$ cat src/rtl/muldiv_issue_ctrl_pkg.sv
// Shared definitions for the multiply/divide issue controller:
// FSM state encoding and the M-extension funct3 op selects.
package muldiv_issue_ctrl_pkg;

    typedef enum logic [1:0] {
        ST_IDLE = 2'd0,
        ST_RUN  = 2'd1,
        ST_DONE = 2'd2
    } md_state_t;

    localparam logic [2:0] F3_MUL    = 3'b000;
    localparam logic [2:0] F3_MULH   = 3'b001;
    localparam logic [2:0] F3_MULHSU = 3'b010;
    localparam logic [2:0] F3_MULHU  = 3'b011;
    localparam logic [2:0] F3_DIV    = 3'b100;
    localparam logic [2:0] F3_DIVU   = 3'b101;
    localparam logic [2:0] F3_REM    = 3'b110;
    localparam logic [2:0] F3_REMU   = 3'b111;

endpackage

$ cat src/rtl/muldiv_issue_ctrl.sv
// Issue/sequencing control for the iterative multiply/divide unit beside
// the EX-stage ALU. Loads the unit, steps it ITER times, holds the pipeline
// meanwhile, then requests the shared writeback port and waits for a grant.
// Optional build macro: MD_EARLY_OUT_EN (early_done ends RUN immediately).
module muldiv_issue_ctrl
    import muldiv_issue_ctrl_pkg::*;
#(
    parameter int ITER = 32
) (
    input  logic       clk,
    input  logic       rst,
    input  logic       start_e,
    input  logic [2:0] funct3_e,
    input  logic [4:0] rd_e,
    input  logic       kill,
    input  logic       wb_grant,
    input  logic       early_done,
    output logic       md_load,
    output logic       md_step,
    output logic [2:0] md_op,
    output logic       stall_md,
    output logic       busy,
    output logic       wb_req,
    output logic [4:0] wb_rd
);

    localparam int CNT_W = (ITER > 1) ? $clog2(ITER) : 1;
    localparam logic [CNT_W-1:0] CNT_LAST = CNT_W'(ITER - 1);

    md_state_t        state_r;
    logic [CNT_W-1:0] cnt_r;
    logic [2:0]       md_op_r;
    logic [4:0]       wb_rd_r;
    logic             wb_req_r;
    logic             busy_r;

    logic             accept_s;
    logic             early_s;
    logic             last_s;
    logic             md_load_s;
    logic             md_step_s;
    logic             stall_s;

`ifdef MD_EARLY_OUT_EN
    assign early_s = early_done;
`else
    // Early completion is not honoured in this build; the input is only sunk.
    logic unused_early_s;
    assign early_s        = 1'b0;
    assign unused_early_s = early_done;
`endif

    assign accept_s = (state_r == ST_IDLE) && start_e && !kill;
    assign last_s   = (cnt_r == CNT_LAST) || early_s;

    // Same-cycle strobes to the unit and the stall into the hazard network.
    always_comb begin
        md_load_s = 1'b0;
        md_step_s = 1'b0;
        stall_s   = 1'b0;
        case (state_r)
            ST_IDLE: begin
                md_load_s = accept_s;
                stall_s   = accept_s;
            end
            ST_RUN: begin
                md_step_s = !kill && !early_s;
                stall_s   = !kill;
            end
            ST_DONE: begin
                stall_s   = !kill && !wb_grant;
            end
            default: begin
                md_load_s = 1'b0;
                md_step_s = 1'b0;
                stall_s   = 1'b0;
            end
        endcase
    end

    // Sequencing FSM, step counter and registered status/writeback outputs.
    always_ff @(posedge clk) begin
        if (rst) begin
            state_r  <= ST_IDLE;
            cnt_r    <= '0;
            md_op_r  <= 3'b000;
            wb_rd_r  <= 5'd0;
            wb_req_r <= 1'b0;
            busy_r   <= 1'b0;
        end else if (kill) begin
            state_r  <= ST_IDLE;
            cnt_r    <= '0;
            wb_req_r <= 1'b0;
            busy_r   <= 1'b0;
        end else begin
            case (state_r)
                ST_IDLE: begin
                    if (start_e) begin
                        state_r <= ST_RUN;
                        cnt_r   <= '0;
                        md_op_r <= funct3_e;
                        wb_rd_r <= rd_e;
                        busy_r  <= 1'b1;
                    end
                    wb_req_r <= 1'b0;
                end
                ST_RUN: begin
                    if (last_s) begin
                        // Counter holds here instead of wrapping; rd==0 has no result to write.
                        if (wb_rd_r != 5'd0) begin
                            state_r  <= ST_DONE;
                            wb_req_r <= 1'b1;
                            busy_r   <= 1'b1;
                        end else begin
                            state_r  <= ST_IDLE;
                            wb_req_r <= 1'b0;
                            busy_r   <= 1'b0;
                        end
                    end else begin
                        cnt_r <= cnt_r + {{(CNT_W-1){1'b0}}, 1'b1};
                    end
                end
                ST_DONE: begin
                    if (wb_grant) begin
                        state_r  <= ST_IDLE;
                        wb_req_r <= 1'b0;
                        busy_r   <= 1'b0;
                    end
                end
                default: begin
                    state_r  <= ST_IDLE;
                    cnt_r    <= '0;
                    wb_req_r <= 1'b0;
                    busy_r   <= 1'b0;
                end
            endcase
        end
    end

    assign md_load  = md_load_s;
    assign md_step  = md_step_s;
    assign stall_md = stall_s;
    assign md_op    = md_op_r;
    assign wb_rd    = wb_rd_r;
    assign wb_req   = wb_req_r;
    assign busy     = busy_r;

endmodule

$ cat config.mk
export PLATFORM = sky130hd
export DESIGN_NAME = muldiv_issue_ctrl
export DESIGN_NICKNAME = d
export VERILOG_FILES = /design/src/rtl/muldiv_issue_ctrl_pkg.sv /design/src/rtl/muldiv_issue_ctrl.sv
export SDC_FILE = /design/constraint.sdc
export NUM_CORES = 1
export LEC_CHECK = 0
export CAP_MARGIN = 20
export CORE_AREA = 3 3 48 50
export DETAILED_ROUTE_END_ITERATION = 6
export DIE_AREA = 0 0 51 53
export PLACE_DENSITY_LB_ADDON = 0.1
export SLEW_MARGIN = 15
export SYNTH_ARGS = -nofsm -noshare
export SYNTH_HDL_FRONTEND = slang
export SYNTH_SLANG_ARGS = --single-unit
$ cat constraint.sdc
create_clock -name clk -period 2.2 [get_ports clk]
set_input_delay 0.44 -clock clk [delete_from_list [all_inputs] [get_ports clk]]
set_output_delay 0.44 -clock clk [all_outputs]
set_load 0.01 [all_outputs]
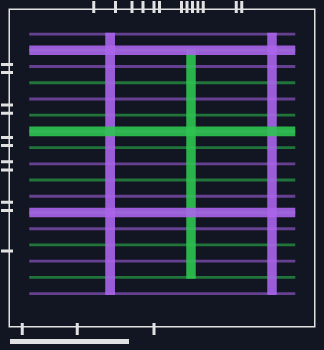
(power grid)
The bar under the picture is 20 um long. Pins as bars on the die edge.
- purple: VSS
- green: VDD
- met5 straps: 3
- met1 rails: 17
- rows: 16
- signal pins: 27
- met4 straps: 3

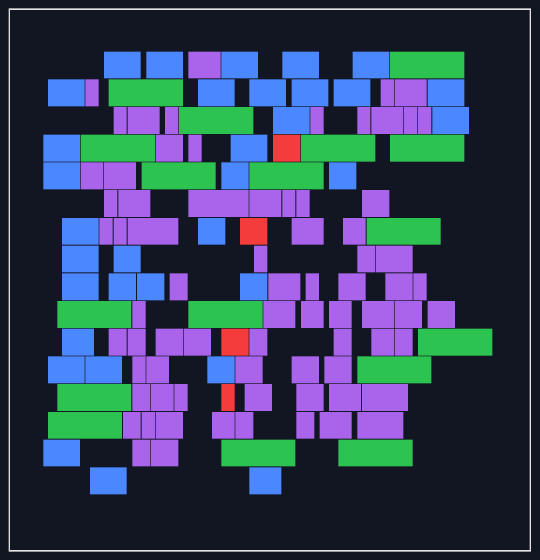
(cell classes on the final placement)
- blue: other buffers and delay cells (cells 33)
- purple: all other logic (cells 74)
- green: flip-flops (cells 17)
- red: clock drivers and dummy loads (cells 4)

==> results.yml <==
# yosys + openroad results
worst_setup_path:
  cp.depth: 4
  startpoint: "start_e"
  path_cells: "clkdlybuf4s50_1, or4b_4, clkinv_8, clkdlybuf4s15_1"
  r2r_slack_ns: 0.42
  reg2reg_depth: 6
power_and_ir_drop:
  pg_clk_mw: 0.159
  irDropWorstVdd_uv: 345
floorplan:
  rows: 16
  core_mm2: 0.00194
  fp_util_pct: 43.8
  pin_count: 27
finish:
  antenna_cells: 0
  seq_area_share_pct: 28.6
  regArea_um2: 340
  nNonClkInverters: 3
  top_area_cell_class: "logic gates"
  area_growth_pct: 39.9
  ff_count: 17
  design_area_mm2: 0.00119
  instances_no_fill: 155
synth:
  yosys.area_share.adder_pct: 2.95
  edf_count: 0
  synthMuxAreaShare_pct: 1.18
  postSynthSeqShare_pct: 40.1
  ys.warnings.count: 0
  netlist_logic_family_top: "simple AND/OR/NAND/NOR gates"
  aoi_share_pct: 22.2
  async_flop_share_pct: 0
  synth_flops: 17
grt:
  grt_pass1_vias: 702
  grt_overflow: 0
  grt.busiest_layer: "met2"
  grt_max_degree: 16
route:
  top_layer_used: "met4"
  routed-wl-met3_um: 75
  met1_length_um: 929
  drt-initial-drc-count: 11
  via_per_inst: 5.15
  dr.pass1.iters: 4
final_timing:
  whs_ns: 0.473
  min_period_ns: 2.15
  worstMarginPinSlew_ns: 0.341
placement:
  gp_congestion: 0.806
status:
  status: "finished clean"
cts:
  cts_buffers: 3
  cts_root_buffer: "clkbuf_4"
